$ cat config.mk
export PLATFORM = sky130hd
export DESIGN_NAME = disp_16hex_monitor_flat
export DESIGN_NICKNAME = d
export VERILOG_FILES = /design/src/rtl/disp_16hex_monitor_pkg.sv /design/src/rtl/disp_16hex_monitor_if.sv /design/src/rtl/disp_16hex_monitor_glyph_decode.sv /design/src/rtl/disp_16hex_monitor.sv /design/src/flat_wrapper.sv
export SDC_FILE = /design/constraint.sdc
export NUM_CORES = 2
export LEC_CHECK = 0
export ABC_AREA = 1
export CAP_MARGIN = 15
export CELL_PAD_IN_SITES_DETAIL_PLACEMENT = 0
export CELL_PAD_IN_SITES_GLOBAL_PLACEMENT = 1
export CORE_MARGIN = 2
export CORE_UTILIZATION = 45
export DETAILED_ROUTE_END_ITERATION = 12
export PLACE_DENSITY = 0.89
export SLEW_MARGIN = 5
export SYNTH_ARGS = -nofsm -noshare
export SYNTH_HDL_FRONTEND = slang
export SYNTH_HIERARCHICAL = 1
export SYNTH_SLANG_ARGS = --single-unit
$ cat constraint.sdc
create_clock -name clock_27mhz -period 5.1 [get_ports clock_27mhz]
set_input_delay 0.765 -clock clock_27mhz [delete_from_list [all_inputs] [get_ports clock_27mhz]]
set_output_delay 0.765 -clock clock_27mhz [all_outputs]
set_load 0.05 [all_outputs]
$ cat src/rtl/disp_16hex_monitor_pkg.sv
// rtl/disp_16hex_monitor_pkg.sv - shared widths and the display font for the dot-matrix monitor
package disp_mon_pkg;

  localparam int DOT_BITS   = 640;
  localparam int CTRL_BITS  = 32;
  localparam int GLYPH_BITS = 40;

  // Five 8-bit columns per glyph, leftmost column in the top byte; must track the driver's font
  localparam logic [GLYPH_BITS-1:0] GLYPH_HEX [16] = '{
    40'h3E_51_49_45_3E, 40'h00_42_7F_40_00, 40'h62_51_49_49_46, 40'h22_41_49_49_36,
    40'h18_14_12_7F_10, 40'h27_45_45_45_39, 40'h3C_4A_49_49_30, 40'h01_71_09_05_03,
    40'h36_49_49_49_36, 40'h06_49_49_29_1E, 40'h7E_09_09_09_7E, 40'h7F_49_49_49_36,
    40'h3E_41_41_41_22, 40'h7F_41_41_41_3E, 40'h7F_49_49_49_41, 40'h7F_09_09_09_01
  };

endpackage

$ cat src/rtl/disp_16hex_monitor_if.sv
// rtl/disp_16hex_monitor_if.sv - serial pin bundle between the display driver and its monitor
interface disp_16hex_monitor_if;

  logic disp_clock;
  logic disp_data_out;
  logic disp_rs;
  logic disp_ce_b;
  logic disp_reset_b;

  modport master (output disp_clock, disp_data_out, disp_rs, disp_ce_b, disp_reset_b);
  modport slave  (input  disp_clock, disp_data_out, disp_rs, disp_ce_b, disp_reset_b);

endinterface

$ cat src/rtl/disp_16hex_monitor_glyph_decode.sv
// rtl/disp_16hex_monitor_glyph_decode.sv - maps one 40-dot character to a hex nibble or blank/lit flags
module disp_glyph_decode
  import disp_mon_pkg::*;
(
  input  logic [GLYPH_BITS-1:0] dots,
  output logic [3:0]            nibble,
  output logic                  valid,
  output logic                  blank,
  output logic                  lit
);

  always_comb begin
    nibble = 4'd0;
    valid  = 1'b0;
    lit    = &dots;
    blank  = ~|dots;
    if (!lit && !blank) begin
      for (int i = 0; i < 16; i++) begin
        if (dots == GLYPH_HEX[i]) begin
          nibble = 4'(i);
          valid  = 1'b1;
        end
      end
    end
  end

endmodule

$ cat src/rtl/disp_16hex_monitor.sv
// rtl/disp_16hex_monitor.sv - oversampling receiver that rebuilds and decodes the display registers
// Optional latch-time bit-count checking is enabled by DISP_MON_BITCHECK_EN.
module disp_16hex_monitor
  import disp_mon_pkg::*;
#(
  parameter int SYNC_STAGES   = 2,
  parameter int NUM_CHARS     = DOT_BITS / GLYPH_BITS,
  parameter int DOTS_PER_CHAR = GLYPH_BITS
) (
  input  logic                   clock_27mhz,
  input  logic                   reset_b,
  disp_16hex_monitor_if.slave    disp,
  output logic [4*NUM_CHARS-1:0] hex_data,
  output logic [NUM_CHARS-1:0]   glyph_valid,
  output logic [NUM_CHARS-1:0]   blank_flags,
  output logic [NUM_CHARS-1:0]   lit_flags,
  output logic [CTRL_BITS-1:0]   control_word,
  output logic                   frame_strobe,
  output logic                   ctrl_strobe,
  output logic                   frame_error
);

  localparam int SYNC_N = (SYNC_STAGES < 2) ? 2 : SYNC_STAGES;
  localparam int DOT_W  = NUM_CHARS * DOTS_PER_CHAR;
  localparam int CNT_W  = 10;
  localparam logic [CNT_W-1:0] CNT_MAX = '1;
  // Pin order {reset_b, ce_b, rs, data, clock}; idle is reset released, deselected, clock high
  localparam logic [4:0] PIN_IDLE = 5'b11001;

  logic [4:0]             pins_raw;
  logic [4:0]             sync_q [SYNC_N];
  logic [1:0]             edge_q;
  logic                   s_clock, s_data, s_rs, s_ce_b, s_reset_b;
  logic                   clk_rise, ce_rise, shift_en, latch_en;

  logic [DOT_W-1:0]       dot_shift, dot_shift_nxt, dot_latch;
  logic [CTRL_BITS-1:0]   ctrl_shift, ctrl_shift_nxt;
  logic [CNT_W-1:0]       bit_count, count_nxt;
  logic                   last_rs, last_rs_nxt;
  logic                   decode_pending;

  logic [4*NUM_CHARS-1:0] dec_nibble;
  logic [NUM_CHARS-1:0]   dec_valid, dec_blank, dec_lit;

  assign pins_raw = {disp.disp_reset_b, disp.disp_ce_b, disp.disp_rs, disp.disp_data_out, disp.disp_clock};
  assign {s_reset_b, s_ce_b, s_rs, s_data, s_clock} = sync_q[SYNC_N-1];

  assign clk_rise = s_clock & ~edge_q[0];
  assign ce_rise  = s_ce_b & ~edge_q[1];
  // A clock edge arriving together with ce_b's rise still belongs to the frame being closed
  assign shift_en = clk_rise & (~s_ce_b | ~edge_q[1]);
  assign latch_en = ce_rise & (count_nxt != '0);

  always_ff @(posedge clock_27mhz or negedge reset_b) begin
    if (!reset_b) begin
      for (int i = 0; i < SYNC_N; i++) sync_q[i] <= PIN_IDLE;
      edge_q <= 2'b11;
    end else begin
      sync_q[0] <= pins_raw;
      for (int i = 1; i < SYNC_N; i++) sync_q[i] <= sync_q[i-1];
      edge_q <= {s_ce_b, s_clock};
    end
  end

  always_comb begin
    dot_shift_nxt  = dot_shift;
    ctrl_shift_nxt = ctrl_shift;
    count_nxt      = bit_count;
    last_rs_nxt    = last_rs;
    if (shift_en) begin
      if (s_rs) ctrl_shift_nxt = {ctrl_shift[CTRL_BITS-2:0], s_data};
      else      dot_shift_nxt  = {dot_shift[DOT_W-2:0], s_data};
      last_rs_nxt = s_rs;
      if (bit_count != CNT_MAX) count_nxt = bit_count + CNT_W'(1);
    end
  end

  // Latch target follows last_rs: the driver may flip rs on the same edge it raises ce_b
  always_ff @(posedge clock_27mhz or negedge reset_b) begin
    if (!reset_b) begin
      dot_shift      <= '0;
      ctrl_shift     <= '0;
      bit_count      <= '0;
      last_rs        <= 1'b0;
      dot_latch      <= '0;
      control_word   <= '0;
      ctrl_strobe    <= 1'b0;
      decode_pending <= 1'b0;
    end else if (!s_reset_b) begin
      dot_shift      <= '0;
      ctrl_shift     <= '0;
      bit_count      <= '0;
      last_rs        <= 1'b0;
      dot_latch      <= '0;
      control_word   <= '0;
      ctrl_strobe    <= 1'b0;
      decode_pending <= 1'b0;
    end else begin
      dot_shift      <= dot_shift_nxt;
      ctrl_shift     <= ctrl_shift_nxt;
      last_rs        <= last_rs_nxt;
      bit_count      <= ce_rise ? '0 : count_nxt;
      ctrl_strobe    <= latch_en & last_rs_nxt;
      decode_pending <= latch_en & ~last_rs_nxt;
      if (latch_en) begin
        if (last_rs_nxt) control_word <= ctrl_shift_nxt;
        else             dot_latch    <= dot_shift_nxt;
      end
    end
  end

  for (genvar k = 0; k < NUM_CHARS; k++) begin : g_char
    disp_glyph_decode u_decode (
      .dots   (dot_latch[k*DOTS_PER_CHAR +: GLYPH_BITS]),
      .nibble (dec_nibble[4*k +: 4]),
      .valid  (dec_valid[k]),
      .blank  (dec_blank[k]),
      .lit    (dec_lit[k])
    );
  end

  always_ff @(posedge clock_27mhz or negedge reset_b) begin
    if (!reset_b) begin
      hex_data     <= '0;
      glyph_valid  <= '0;
      blank_flags  <= '0;
      lit_flags    <= '0;
      frame_strobe <= 1'b0;
    end else if (!s_reset_b) begin
      hex_data     <= '0;
      glyph_valid  <= '0;
      blank_flags  <= '1;
      lit_flags    <= '0;
      frame_strobe <= 1'b0;
    end else begin
      frame_strobe <= decode_pending;
      if (decode_pending) begin
        hex_data    <= dec_nibble;
        glyph_valid <= dec_valid;
        blank_flags <= dec_blank;
        lit_flags   <= dec_lit;
      end
    end
  end

`ifdef DISP_MON_BITCHECK_EN
  logic [CNT_W-1:0] count_expect;
  assign count_expect = last_rs_nxt ? CNT_W'(CTRL_BITS) : CNT_W'(DOT_W);

  always_ff @(posedge clock_27mhz or negedge reset_b) begin
    if (!reset_b)                                frame_error <= 1'b0;
    else if (!s_reset_b)                         frame_error <= 1'b0;
    else if (latch_en && count_nxt != count_expect) frame_error <= 1'b1;
  end
`else
  assign frame_error = 1'b0;
`endif

endmodule

$ cat src/flat_wrapper.sv
// flat-port wrapper written by rule: the top's interface ports become plain ports
module disp_16hex_monitor_flat import disp_mon_pkg::*;
#(
  parameter int SYNC_STAGES   = 2,
  parameter int NUM_CHARS     = DOT_BITS / GLYPH_BITS,
  parameter int DOTS_PER_CHAR = GLYPH_BITS
)
  (clock_27mhz, reset_b, hex_data, glyph_valid, blank_flags, lit_flags, control_word, frame_strobe, ctrl_strobe, frame_error, disp_disp_clock, disp_disp_data_out, disp_disp_rs, disp_disp_ce_b, disp_disp_reset_b);
  disp_16hex_monitor_if disp_i ();
  input  logic clock_27mhz;
  input  logic reset_b;
  output logic [4*NUM_CHARS-1:0] hex_data;
  output logic [NUM_CHARS-1:0] glyph_valid;
  output logic [NUM_CHARS-1:0] blank_flags;
  output logic [NUM_CHARS-1:0] lit_flags;
  output logic [CTRL_BITS-1:0] control_word;
  output logic frame_strobe;
  output logic ctrl_strobe;
  output logic frame_error;
  input wire logic [$bits(disp_i.disp_clock)-1:0] disp_disp_clock;
  input wire logic [$bits(disp_i.disp_data_out)-1:0] disp_disp_data_out;
  input wire logic [$bits(disp_i.disp_rs)-1:0] disp_disp_rs;
  input wire logic [$bits(disp_i.disp_ce_b)-1:0] disp_disp_ce_b;
  input wire logic [$bits(disp_i.disp_reset_b)-1:0] disp_disp_reset_b;
  assign disp_i.disp_clock = disp_disp_clock;
  assign disp_i.disp_data_out = disp_disp_data_out;
  assign disp_i.disp_rs = disp_disp_rs;
  assign disp_i.disp_ce_b = disp_disp_ce_b;
  assign disp_i.disp_reset_b = disp_disp_reset_b;
  disp_16hex_monitor #(.SYNC_STAGES(SYNC_STAGES), .NUM_CHARS(NUM_CHARS), .DOTS_PER_CHAR(DOTS_PER_CHAR)) u_core (.clock_27mhz(clock_27mhz), .reset_b(reset_b), .disp(disp_i), .hex_data(hex_data), .glyph_valid(glyph_valid), .blank_flags(blank_flags), .lit_flags(lit_flags), .control_word(control_word), .frame_strobe(frame_strobe), .ctrl_strobe(ctrl_strobe), .frame_error(frame_error));
endmodule
floorplan.png
Scale bar: 100 µm. Pins as bars on the die edge. Tap cells in gray.
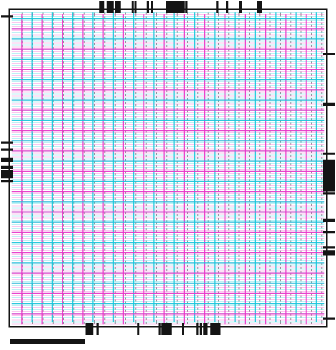
| net | color |
|---|---|
| VDD | cyan |
| VSS | magenta |
met5 straps: 30
met4 straps: 30
rows: 153
met1 rails: 154
core area: 174000 µm²
Max IR drop VDD: 0.000316 V
die width: 422 µm
die height: 422 µm

==> ci_impl_report.md <==
### Yosys + OpenROAD results

| Metric | Value |
|---|---|
| RSZ-0062 raised after global routing | no |
| Max FO, Critical Path | 125 |
| Dominant flop cell | dfrtp_1 |
| Crit path capture | u_core/dot_latch[290] |
| Status | finished, final reports clean |
| YS chip area | 78700 µm² |
| Max Fclk | 0.275 GHz |
| Starting Density | 0.453 |
| Worst relative slew slack | 0.234 |
| Syn Area/Cell | 7.41 µm² |
| Yosys reg bits | 1482 |
| Post-CTS Setup Repair Bufs | 0 |
| Actual slew at the worst max-slew pin | 1.15 ns |
| Slew Viols, Final | 0 |
| Total CTS buffers | 163 |
| Most frequent cell after synthesis | nand2_1 |
| Met3 Usage GRT | 0.0276 |
| Largest net degree at the start of global routing | 242 |
| Nets | 10.5k |
| Hold Fails Final Rpt | 0 |
| Final HPWL DP | 149 mm |
| Setup_tns | 0 ns |
| Period minus WS final | 3.64 ns |
| Placed insts | 12.7k |
| CTS Hold Bufs | 1 |
| Vias/cell | 5.22 |
| Net Count, Synth | 10.6k |
| Synth cell types | 38 |
| OpenROAD warning count | 79 |
| Fin worst setup slack | 1.46 ns |
| Most frequent CP cell | nand2_1 |
| Hold path startpoint | u_core/sync_q[7] |
| GPL Wtd Cong | 0.924 |
class_map.png
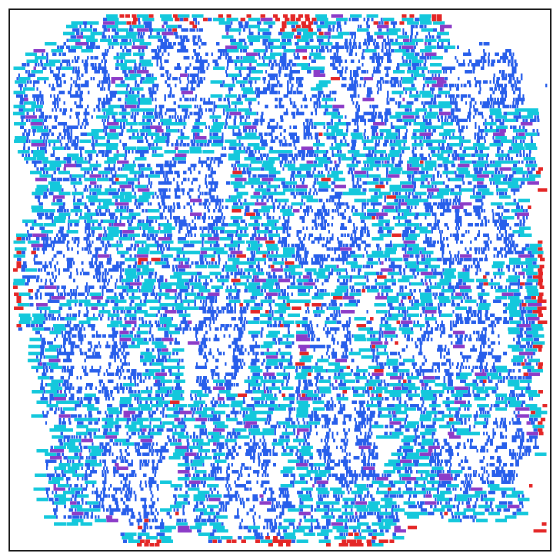
| class | color | cells | share of their area |
|---|---|---|---|
| registers | cyan | 1482 | 44% |
| remaining buffers and delay cells | red | 215 | 2.8% |
| remaining logic cells | blue | 8668 | 47% |
| clock drivers and dummy loads | purple | 299 | 6.6% |
post-route cell area: 87600 µm²
sequential share of cell area: 0.424
row count: 153

-- final cells by class --
cell class	count	area (µm²)
fillers	17100	86300
clock buffers	236	4790
flip-flops and latches	1482	37100
well taps	2325	2910
clock inverters	63	806
inverters	1544	5810
multi-input cells	7124	33800
repair buffers	215	2350
-- cell families (layout without fill, tap and decap cells) --
family	count (synthesis)	count (layout)	synth area share
simple gates	5647	5647	0.329
other cells	1	1	0.0000476
buf+inv	2010	2058	0.0997
flops	1482	1482	0.471
compound gates	1475	1475	0.0999
fa+ha+maj	1	1	0.000159
-- power by group --
group	internal (mW)	switching, mW
Sequential	12.4	0.619
Combinational	0.853	2.43
Clock	7.31	4.97
Total	20.5	8.02
No activity file was given, so power comes from the tool's default toggle rates.
